## config.mk

```make
export PLATFORM = sky130hd
export DESIGN_NAME = calc_controller
export DESIGN_NICKNAME = d
export VERILOG_FILES = /design/src/rtl/calc_pkg.sv /design/src/rtl/calc_operand_reg.sv /design/src/rtl/calc_controller.sv
export SDC_FILE = /design/constraint.sdc
export NUM_CORES = 1
export LEC_CHECK = 0
export CORE_AREA = 5 5 85 87
export CTS_CLUSTER_SIZE = 16
export DETAILED_ROUTE_END_ITERATION = 10
export DIE_AREA = 0 0 90 92
export PLACE_DENSITY = 0.79
export SLEW_MARGIN = 20
export SYNTH_ARGS = -nofsm -noshare
export SYNTH_HDL_FRONTEND = slang
export SYNTH_SLANG_ARGS = --single-unit
```

## constraint.sdc

```tcl
create_clock -name clk -period 2.1 [get_ports clk]
set_input_delay 0.42 -clock clk [delete_from_list [all_inputs] [get_ports clk]]
set_output_delay 0.42 -clock clk [all_outputs]
set_load 0.02 [all_outputs]
```

## src/rtl/calc_pkg.sv

```systemverilog
// Shared definitions for the calculator controller: key codes, ALU op and FSM state encodings.
// Optional chained-operation support in calc_controller is enabled with CALC_CHAIN_EN.
package calc_pkg;

  localparam logic [4:0] KEY_AC  = 5'b10000;
  localparam logic [4:0] KEY_ADD = 5'b10001;
  localparam logic [4:0] KEY_SUB = 5'b10010;
  localparam logic [4:0] KEY_MUL = 5'b10011;
  localparam logic [4:0] KEY_DIV = 5'b10100;
  localparam logic [4:0] KEY_EQ  = 5'b10101;

  typedef enum logic [1:0] {
    ALU_ADD = 2'b00,
    ALU_SUB = 2'b01,
    ALU_MUL = 2'b10,
    ALU_DIV = 2'b11
  } alu_op_e;

  typedef enum logic [2:0] {
    ST_ENTER_A     = 3'd0,
    ST_ENTER_B     = 3'd1,
    ST_ALU_REQ     = 3'd2,
    ST_ALU_WAIT    = 3'd3,
    ST_SHOW_RESULT = 3'd4,
    ST_ERROR       = 3'd5
  } ctrl_state_e;

  function automatic logic key_is_digit(input logic [4:0] key);
    return (key[4] == 1'b0);
  endfunction

  function automatic logic key_is_op(input logic [4:0] key);
    return (key >= KEY_ADD) && (key <= KEY_DIV);
  endfunction

  function automatic alu_op_e key_to_alu_op(input logic [4:0] key);
    alu_op_e op;
    case (key)
      KEY_ADD: op = ALU_ADD;
      KEY_SUB: op = ALU_SUB;
      KEY_MUL: op = ALU_MUL;
      KEY_DIV: op = ALU_DIV;
      default: op = ALU_ADD;
    endcase
    return op;
  endfunction

endpackage

```

## src/rtl/calc_operand_reg.sv

```systemverilog
// WIDTH-bit operand register with hex-digit shift-in, parallel load and clear.
// A digit is silently dropped once the top nibble is occupied, so no digits are lost off the top.
module calc_operand_reg
  import calc_pkg::*;
#(
  parameter int WIDTH = 16
) (
  input  logic             clk,
  input  logic             rst,
  input  logic             i_clear,
  input  logic             i_load,
  input  logic [WIDTH-1:0] i_load_value,
  input  logic             i_shift,
  input  logic [3:0]       i_digit,
  output logic [WIDTH-1:0] o_value,
  output logic [WIDTH-1:0] o_next
);

  logic [WIDTH-1:0] r_value;
  logic [WIDTH-1:0] w_next;
  logic             w_room;

  assign w_room = (r_value[WIDTH-1:WIDTH-4] == 4'd0);

  // next-value selection: clear beats load beats shift
  always_comb begin
    w_next = r_value;
    if (i_clear) begin
      w_next = '0;
    end else if (i_load) begin
      w_next = i_load_value;
    end else if (i_shift && w_room) begin
      w_next = {r_value[WIDTH-5:0], i_digit};
    end else begin
      w_next = r_value;
    end
  end

  // operand storage
  always_ff @(posedge clk) begin
    if (rst) begin
      r_value <= '0;
    end else begin
      r_value <= w_next;
    end
  end

  assign o_value = r_value;
  assign o_next  = w_next;

endmodule

```

## src/rtl/calc_controller.sv

```systemverilog
// Calculator sequencer: key entry, ALU request/response handshake and display drive.
// Define CALC_CHAIN_EN to let an operator key after a second operand launch the pending op.
module calc_controller
  import calc_pkg::*;
#(
  parameter int WIDTH = 16
) (
  input  logic             clk,
  input  logic             rst,
  input  logic [4:0]       i_key_data,
  input  logic             i_key_valid,
  output logic             o_key_ready,
  output logic             o_alu_valid,
  input  logic             i_alu_ready,
  output logic [1:0]       o_alu_op,
  output logic [WIDTH-1:0] o_alu_a,
  output logic [WIDTH-1:0] o_alu_b,
  input  logic             i_alu_result_valid,
  input  logic [WIDTH-1:0] i_alu_result,
  input  logic             i_alu_error,
  output logic [WIDTH-1:0] o_display_value,
  output logic             o_display_error,
  output logic             o_busy
);

  ctrl_state_e      r_state, w_state_nxt;
  alu_op_e          r_op_pend, w_op_pend_nxt;
  logic             r_b_entered, w_b_entered_nxt;
  logic             r_key_ready, r_alu_valid, r_display_error, r_busy;
  logic [WIDTH-1:0] r_display_value, w_display_nxt;

  logic             w_a_clear, w_a_load, w_a_shift, w_b_clear, w_b_shift;
  logic [WIDTH-1:0] w_a_load_val, w_reg_a, w_reg_b, w_a_next, w_b_next;

  logic             w_key_fire, w_is_digit, w_is_op, w_is_eq, w_is_ac;
  alu_op_e          w_key_op;
  logic [3:0]       w_digit;

`ifdef CALC_CHAIN_EN
  alu_op_e          r_op_next, w_op_next_nxt;
  logic             r_chain, w_chain_nxt;
`endif

  assign w_key_fire = i_key_valid && r_key_ready;
  assign w_is_digit = key_is_digit(i_key_data);
  assign w_is_op    = key_is_op(i_key_data);
  assign w_is_eq    = (i_key_data == KEY_EQ);
  assign w_is_ac    = (i_key_data == KEY_AC);
  assign w_key_op   = key_to_alu_op(i_key_data);
  assign w_digit    = i_key_data[3:0];

  calc_operand_reg #(.WIDTH(WIDTH)) u_reg_a (
    .clk          (clk),
    .rst          (rst),
    .i_clear      (w_a_clear),
    .i_load       (w_a_load),
    .i_load_value (w_a_load_val),
    .i_shift      (w_a_shift),
    .i_digit      (w_digit),
    .o_value      (w_reg_a),
    .o_next       (w_a_next)
  );

  calc_operand_reg #(.WIDTH(WIDTH)) u_reg_b (
    .clk          (clk),
    .rst          (rst),
    .i_clear      (w_b_clear),
    .i_load       (1'b0),
    .i_load_value ({WIDTH{1'b0}}),
    .i_shift      (w_b_shift),
    .i_digit      (w_digit),
    .o_value      (w_reg_b),
    .o_next       (w_b_next)
  );

  // next-state and register-control decode; AC is only ever consumed in key-accepting states
  always_comb begin
    w_state_nxt     = r_state;
    w_op_pend_nxt   = r_op_pend;
    w_b_entered_nxt = r_b_entered;
    w_a_clear       = 1'b0;
    w_a_load        = 1'b0;
    w_a_load_val    = '0;
    w_a_shift       = 1'b0;
    w_b_clear       = 1'b0;
    w_b_shift       = 1'b0;
`ifdef CALC_CHAIN_EN
    w_op_next_nxt   = r_op_next;
    w_chain_nxt     = r_chain;
`endif
    if (w_key_fire && w_is_ac) begin
      w_a_clear       = 1'b1;
      w_b_clear       = 1'b1;
      w_op_pend_nxt   = ALU_ADD;
      w_b_entered_nxt = 1'b0;
      w_state_nxt     = ST_ENTER_A;
`ifdef CALC_CHAIN_EN
      w_op_next_nxt   = ALU_ADD;
      w_chain_nxt     = 1'b0;
`endif
    end else begin
      case (r_state)
        ST_ENTER_A: begin
          if (w_key_fire && w_is_digit) begin
            w_a_shift = 1'b1;
          end else if (w_key_fire && w_is_op) begin
            w_op_pend_nxt   = w_key_op;
            w_b_clear       = 1'b1;
            w_b_entered_nxt = 1'b0;
            w_state_nxt     = ST_ENTER_B;
          end else begin
            w_state_nxt = r_state;
          end
        end
        ST_ENTER_B: begin
          if (w_key_fire && w_is_digit) begin
            w_b_shift       = 1'b1;
            w_b_entered_nxt = 1'b1;
          end else if (w_key_fire && w_is_op && !r_b_entered) begin
            w_op_pend_nxt = w_key_op;
`ifdef CALC_CHAIN_EN
          end else if (w_key_fire && w_is_op) begin
            w_op_next_nxt = w_key_op;
            w_chain_nxt   = 1'b1;
            w_state_nxt   = ST_ALU_REQ;
`endif
          end else if (w_key_fire && w_is_eq && r_b_entered) begin
            w_state_nxt = ST_ALU_REQ;
          end else begin
            w_state_nxt = r_state;
          end
        end
        ST_ALU_REQ: begin
          if (i_alu_ready) begin
            w_state_nxt = ST_ALU_WAIT;
          end else begin
            w_state_nxt = r_state;
          end
        end
        ST_ALU_WAIT: begin
          if (i_alu_result_valid && i_alu_error) begin
            w_state_nxt = ST_ERROR;
`ifdef CALC_CHAIN_EN
            w_chain_nxt = 1'b0;
`endif
          end else if (i_alu_result_valid) begin
            w_a_load     = 1'b1;
            w_a_load_val = i_alu_result;
`ifdef CALC_CHAIN_EN
            if (r_chain) begin
              w_op_pend_nxt   = r_op_next;
              w_b_clear       = 1'b1;
              w_b_entered_nxt = 1'b0;
              w_chain_nxt     = 1'b0;
              w_state_nxt     = ST_ENTER_B;
            end else begin
              w_state_nxt = ST_SHOW_RESULT;
            end
`else
            w_state_nxt = ST_SHOW_RESULT;
`endif
          end else begin
            w_state_nxt = r_state;
          end
        end
        ST_SHOW_RESULT: begin
          if (w_key_fire && w_is_digit) begin
            w_a_load     = 1'b1;
            w_a_load_val = {{(WIDTH-4){1'b0}}, w_digit};
            w_state_nxt  = ST_ENTER_A;
          end else if (w_key_fire && w_is_op) begin
            w_op_pend_nxt   = w_key_op;
            w_b_clear       = 1'b1;
            w_b_entered_nxt = 1'b0;
            w_state_nxt     = ST_ENTER_B;
          end else if (w_key_fire && w_is_eq) begin
            w_state_nxt = ST_ALU_REQ;
          end else begin
            w_state_nxt = r_state;
          end
        end
        ST_ERROR: begin
          w_state_nxt = r_state;
        end
        default: begin
          w_state_nxt = ST_ENTER_A;
        end
      endcase
    end
  end

  // display source follows the state being entered so it lands one cycle after the event
  always_comb begin
    w_display_nxt = w_a_next;
    case (w_state_nxt)
      ST_ENTER_B: w_display_nxt = w_b_entered_nxt ? w_b_next : w_a_next;
      ST_ERROR:   w_display_nxt = '0;
      default:    w_display_nxt = w_a_next;
    endcase
  end

  // control state registers
  always_ff @(posedge clk) begin
    if (rst) begin
      r_state     <= ST_ENTER_A;
      r_op_pend   <= ALU_ADD;
      r_b_entered <= 1'b0;
`ifdef CALC_CHAIN_EN
      r_op_next   <= ALU_ADD;
      r_chain     <= 1'b0;
`endif
    end else begin
      r_state     <= w_state_nxt;
      r_op_pend   <= w_op_pend_nxt;
      r_b_entered <= w_b_entered_nxt;
`ifdef CALC_CHAIN_EN
      r_op_next   <= w_op_next_nxt;
      r_chain     <= w_chain_nxt;
`endif
    end
  end

  // registered status outputs decoded from the upcoming state
  always_ff @(posedge clk) begin
    if (rst) begin
      r_key_ready     <= 1'b1;
      r_alu_valid     <= 1'b0;
      r_display_error <= 1'b0;
      r_busy          <= 1'b0;
      r_display_value <= '0;
    end else begin
      r_key_ready     <= (w_state_nxt != ST_ALU_REQ) && (w_state_nxt != ST_ALU_WAIT);
      r_alu_valid     <= (w_state_nxt == ST_ALU_REQ);
      r_display_error <= (w_state_nxt == ST_ERROR);
      r_busy          <= (w_state_nxt == ST_ALU_REQ) || (w_state_nxt == ST_ALU_WAIT);
      r_display_value <= w_display_nxt;
    end
  end

  assign o_key_ready     = r_key_ready;
  assign o_alu_valid     = r_alu_valid;
  assign o_alu_op        = r_op_pend;
  assign o_alu_a         = w_reg_a;
  assign o_alu_b         = w_reg_b;
  assign o_display_value = r_display_value;
  assign o_display_error = r_display_error;
  assign o_busy          = r_busy;

endmodule

```

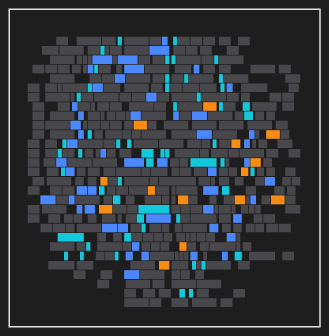
Run 1: logic cells by family
- orange: and/or cells (cells 14)
- blue: aoi and oai cells (cells 51)
- cyan: nor cells (cells 53)

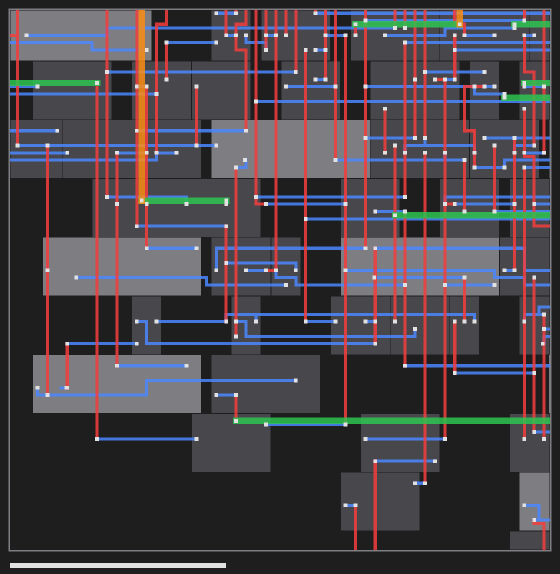
Run 1: layout detail
Bar = 10 um. Region (10, 10) to (35, 35) um. Cells in grey, sequential cells in the stronger grey; small squares are vias.
- orange: M4
- blue: M1
- green: M3
- red: M2
- cells with their middle in the window: 37
- sequential cells in the window: 5
- netlist names of flops here include: u_reg_a.o_value (4), o_display_value (1)
- most frequent: buf_4 (9), clkdlybuf4s50_1 (6)

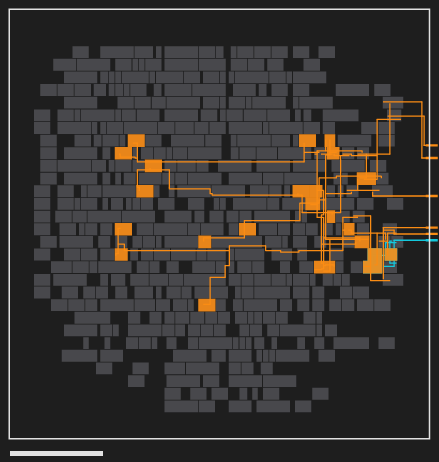
Run 1: nets reached from selected ports
Bar = 20 um.
- orange: i_key_data (bits 5; direction input; edge right; end cells 24; buffers 12; wire 586 um)
- cyan: i_key_valid (bits 1; direction input; edge right; end cells 3; buffers 2; wire 31.6 um)
count of port buffers added during placement: 80
count of boundary I/O pins: 81

==> GITHUB_STEP_SUMMARY, run 1 <==
## Synthesis and layout report

| Metric | Value |
|---|---|
| Status | `complete, no violations` |
| Per-cell routed wire length | `19.2 um` |
| Final total negative setup slack | `0 ps` |
| Diodes inserted | `0` |
| Plain + repair buffers | `156` |
| Number of CTS-inserted buffers | `9` |
| Count of library flops with an enable pin | `0` |
| Iteration-0 DRC Markers | `254` |
| Crit path from | `u_reg_a.o_value[13]$_SDFF_PP0_` |
| Most heavily used metal layer in global routing | `met2` |
| Share of cells above drive strength 1 | `0.311` |
| Leading register cell type out of synthesis | `dfxtp_1` |
| Yosys synthesis chip area | `0.00257 mm2` |
| Post-synthesis register bit count | `58` |
| DIE HEIGHT | `92 um` |
| Count of different cell masters after synthesis | `56` |
| Post-Synthesis Mean Instance Area | `9.12 um2` |
| Area fraction in full adders, half adders and majority gates | `0` |
| TritonCTS clock tree | `done` |
| Number of instances resized during post-cts repair | `26` |
| Cell at the root of the clock tree | `clkbuf_8` |
| Die width | `90 um` |
| Worst hold margin | `461 ps` |
| Routed vias/inst | `5.65` |
| Routed Antenna Nets | `0` |
| Logic gate fraction of the total cell area | `0.334` |
| Total wire length | `9890 um` |
| Area fraction of clock buffers and clock inverters | `0.0461` |
| Crit Reg-Reg Endpoint | `o_display_value[10]$_SDFF_PP0_` |
| Cell repeated most along the worst path | `buf_4` |
| Hold Path End | `o_alu_op[1]$_SDFFE_PP0P_` |
| Total number of clock tree sinks | `58` |
| Destination of the critical timing path | `o_display_value[10]$_SDFF_PP0_` |
| Final-report setup violation count | `0` |
| Crit path launch type | `flip-flop` |
| Number of failing hold endpoints at the final stage | `0` |
| Insertion delay to the later sink of the worst-skew pair | `350 ps` |
| Total of warnings raised by yosys | `0` |
| Worst slack, placed | `-564 ps` |
| Critical path buffer and inverter count | `2` |
| Power density over cell area | `564 mW/mm2` |
| Clock group power | `1070 uW` |
| Area Overhead vs Synth | `73.1%` |
| Main combinational cell family by area after synthesis | `simple AND/OR/NAND/NOR gates` |
| Post-synthesis share of cell area spent on and-or and or-and gates | `0.188` |
| H-tree level count | `3` |
| Non-Filler Instances | `515` |
| Core Util at FP | `0.410` |
| Comb gate area | `0.00149 mm2` |
| Crit path largest cell delay | `420 ps` |
| Most area-consuming cells after synthesis | `dfxtp_1 (45%), mux2i_1 (9.0%), nor2_1 (6.1%)` |
| Top layer reached by signal wires | `met4` |
| Power Internal | `1890 uW` |
| Number of non-clock inverters in the layout | `12` |
| First-pass detailed-route iteration total | `5` |
| Die ar. | `0.00828 mm2` |
| Most frequent cell after synthesis | `dfxtp_1` |
| Vias in the first global route | `2,968` |
| Post-synthesis net count | `309` |
| Cell type group with the largest total delay on the critical path | `simple AND/OR/NAND/NOR gates` |
| Setup slack on the worst flop-to-flop path | `10 ps` |
| Worst clock skew | `11.1 ps` |
| Worst EP arrival | `2310 ps` |
| Top power group | `sequential cells` |
| Worst Path Class, Setup | `reg -> reg` |
| Number of buffers added to fix hold violations after cts | `0` |
| Clock transition at path regs | `70 ps` |
| Number of tap cells added at floorplan | `77` |
| Yosys cell count | `282` |
| Max Buffers Root-to-Sink | `2` |
| Initial antenna violation count | `0` |
| DRC violations left | `0` |
| Global-route congestion overflow total | `0` |
| Total net switching power | `619 uW` |
| Xor-xnor portion of the synthesized cell area | `0.00341` |
--- run 2 (diff from run 1) ---
ABC_CLOCK_PERIOD_IN_PS = 2100   (was default)
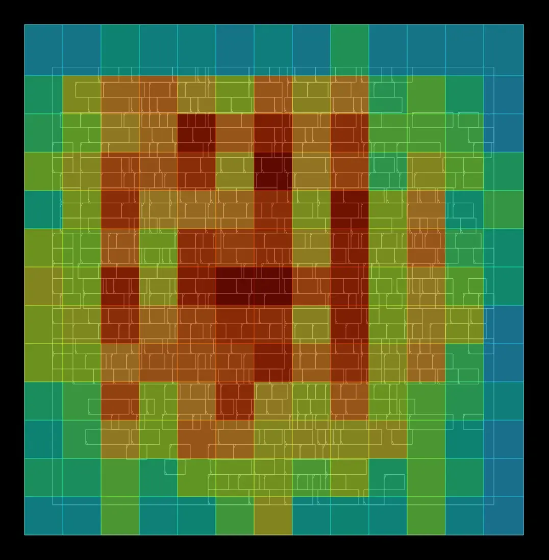
Run 2: routing congestion map
utilization of the core after routing: 0.709
GRT met3 Usage: 0.0573

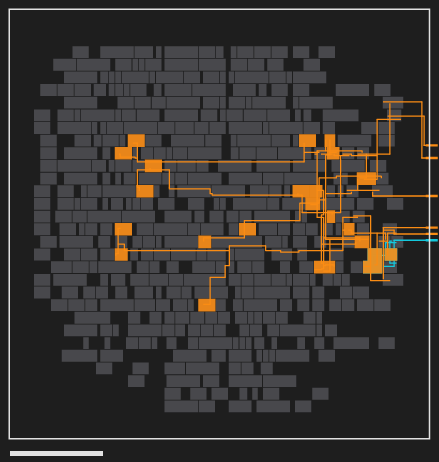
Run 2: nets reached from selected ports
Bar = 20 um.
- cyan: i_key_valid (bits 1; direction input; edge right; end cells 3; buffers 2; wire 31.6 um)
- orange: i_key_data (bits 5; direction input; edge right; end cells 24; buffers 12; wire 586 um)

==> run 2 against run 1 <==
  * Critical path depth unchanged
  * Count of clock-buffer cells in the layout unchanged
  * Combinational power about the same
  * Hold slack unchanged
  * Non-clock buffer count unchanged
  * Sequential cell count unchanged
  * Sequential share of layout area unchanged
  * Clock skew unchanged
==> GITHUB_STEP_SUMMARY, run 2 <==
## Synthesis and layout report

| Metric | Value |
|---|---|
| Count of port buffers added during placement | `80 (unchanged)` |
| Logic gate fraction of the total cell area | `0.334 (unchanged)` |
| Yosys cell count | `282 (unchanged)` |
| Non-Filler Instances | `515 (unchanged)` |
| Crit path from | `u_reg_a.o_value[13]$_SDFF_PP0_` |
| Worst slack, placed | `-564 ps (unchanged)` |
| Destination of the critical timing path | `o_display_value[10]$_SDFF_PP0_` |
| Yosys synthesis chip area | `0.00257 mm2 (unchanged)` |
| Main combinational cell family by area after synthesis | `simple AND/OR/NAND/NOR gates` |
| Hold Path End | `o_alu_op[1]$_SDFFE_PP0P_` |
| Worst Path Class, Setup | `reg -> reg` |
| Crit Reg-Reg Endpoint | `o_display_value[10]$_SDFF_PP0_` |
| Post-synthesis net count | `309 (unchanged)` |
| Max Buffers Root-to-Sink | `2 (unchanged)` |
| Status | `complete, no violations` |
| Plain + repair buffers | `156 (unchanged)` |
| Post-synthesis register bit count | `58 (unchanged)` |
| Initial antenna violation count | `0 (unchanged)` |
| Top power group | `sequential cells` |
| Total of warnings raised by yosys | `0 (unchanged)` |
| Top layer reached by signal wires | `met4` |
| Critical path buffer and inverter count | `2 (unchanged)` |
| Final-report setup violation count | `0 (unchanged)` |
| Power Internal | `1890 uW (unchanged)` |
| Worst R2R Path Depth | `8` |
| First-pass detailed-route iteration total | `5 (unchanged)` |
| Number of failing hold endpoints at the final stage | `0 (unchanged)` |
| Die ar. | `0.00828 mm2 (unchanged)` |
| TritonCTS clock tree | `done` |
| Clock transition at path regs | `70 ps (about the same)` |
| Area fraction in full adders, half adders and majority gates | `0 (unchanged)` |
| Final Wtd Congestion | `0.920` |
| Crit path largest cell delay | `420 ps (about the same)` |
| Global-route congestion overflow total | `0 (unchanged)` |
| Routed vias/inst | `5.65 (unchanged)` |
| Share of cells above drive strength 1 | `0.311 (unchanged)` |
| Leading register cell type out of synthesis | `dfxtp_1` |
| Core Util at FP | `0.410 (unchanged)` |
| Insertion delay to the later sink of the worst-skew pair | `350 ps (about the same)` |
| H-tree level count | `3 (unchanged)` |
| Final total negative setup slack | `0 ps (unchanged)` |
| Sequential cell count | `58` |
| Number of CTS-inserted buffers | `9 (unchanged)` |
| Most frequent cell after synthesis | `dfxtp_1` |
| Total number of clock tree sinks | `58 (unchanged)` |
| Die width | `90 um (unchanged)` |
| DRC violations left | `0 (unchanged)` |
| Most heavily used metal layer in global routing | `met2` |
| Total wire length | `9890 um (unchanged)` |
| Xor-xnor portion of the synthesized cell area | `0.00341 (unchanged)` |
| Number of buffers added to fix hold violations after cts | `0 (unchanged)` |
| Crit path launch type | `flip-flop` |
| Count of different cell masters after synthesis | `56 (unchanged)` |
| Most area-consuming cells after synthesis | `dfxtp_1 (45%), mux2i_1 (9.0%), nor2_1 (6.1%)` |
| Worst EP arrival | `2310 ps (about the same)` |
| Comb gate area | `0.00149 mm2 (unchanged)` |
| Post-synthesis share of cell area spent on and-or and or-and gates | `0.188 (unchanged)` |
| Setup slack on the worst flop-to-flop path | `10 ps (about the same)` |
| Number of tap cells added at floorplan | `77 (unchanged)` |
| Cell type group with the largest total delay on the critical path | `simple AND/OR/NAND/NOR gates` |
| Post-Synthesis Mean Instance Area | `9.12 um2 (unchanged)` |
| Routed Antenna Nets | `0 (unchanged)` |
| Number of instances resized during post-cts repair | `26 (unchanged)` |
| Number of non-clock inverters in the layout | `12 (unchanged)` |
| Area Overhead vs Synth | `73.1% (unchanged)` |
| Iteration-0 DRC Markers | `254 (unchanged)` |
| Worst hold margin | `461 ps (unchanged)` |
| Area fraction of clock buffers and clock inverters | `0.0461 (unchanged)` |
No activity file was given, so power comes from the tool's default toggle rates.
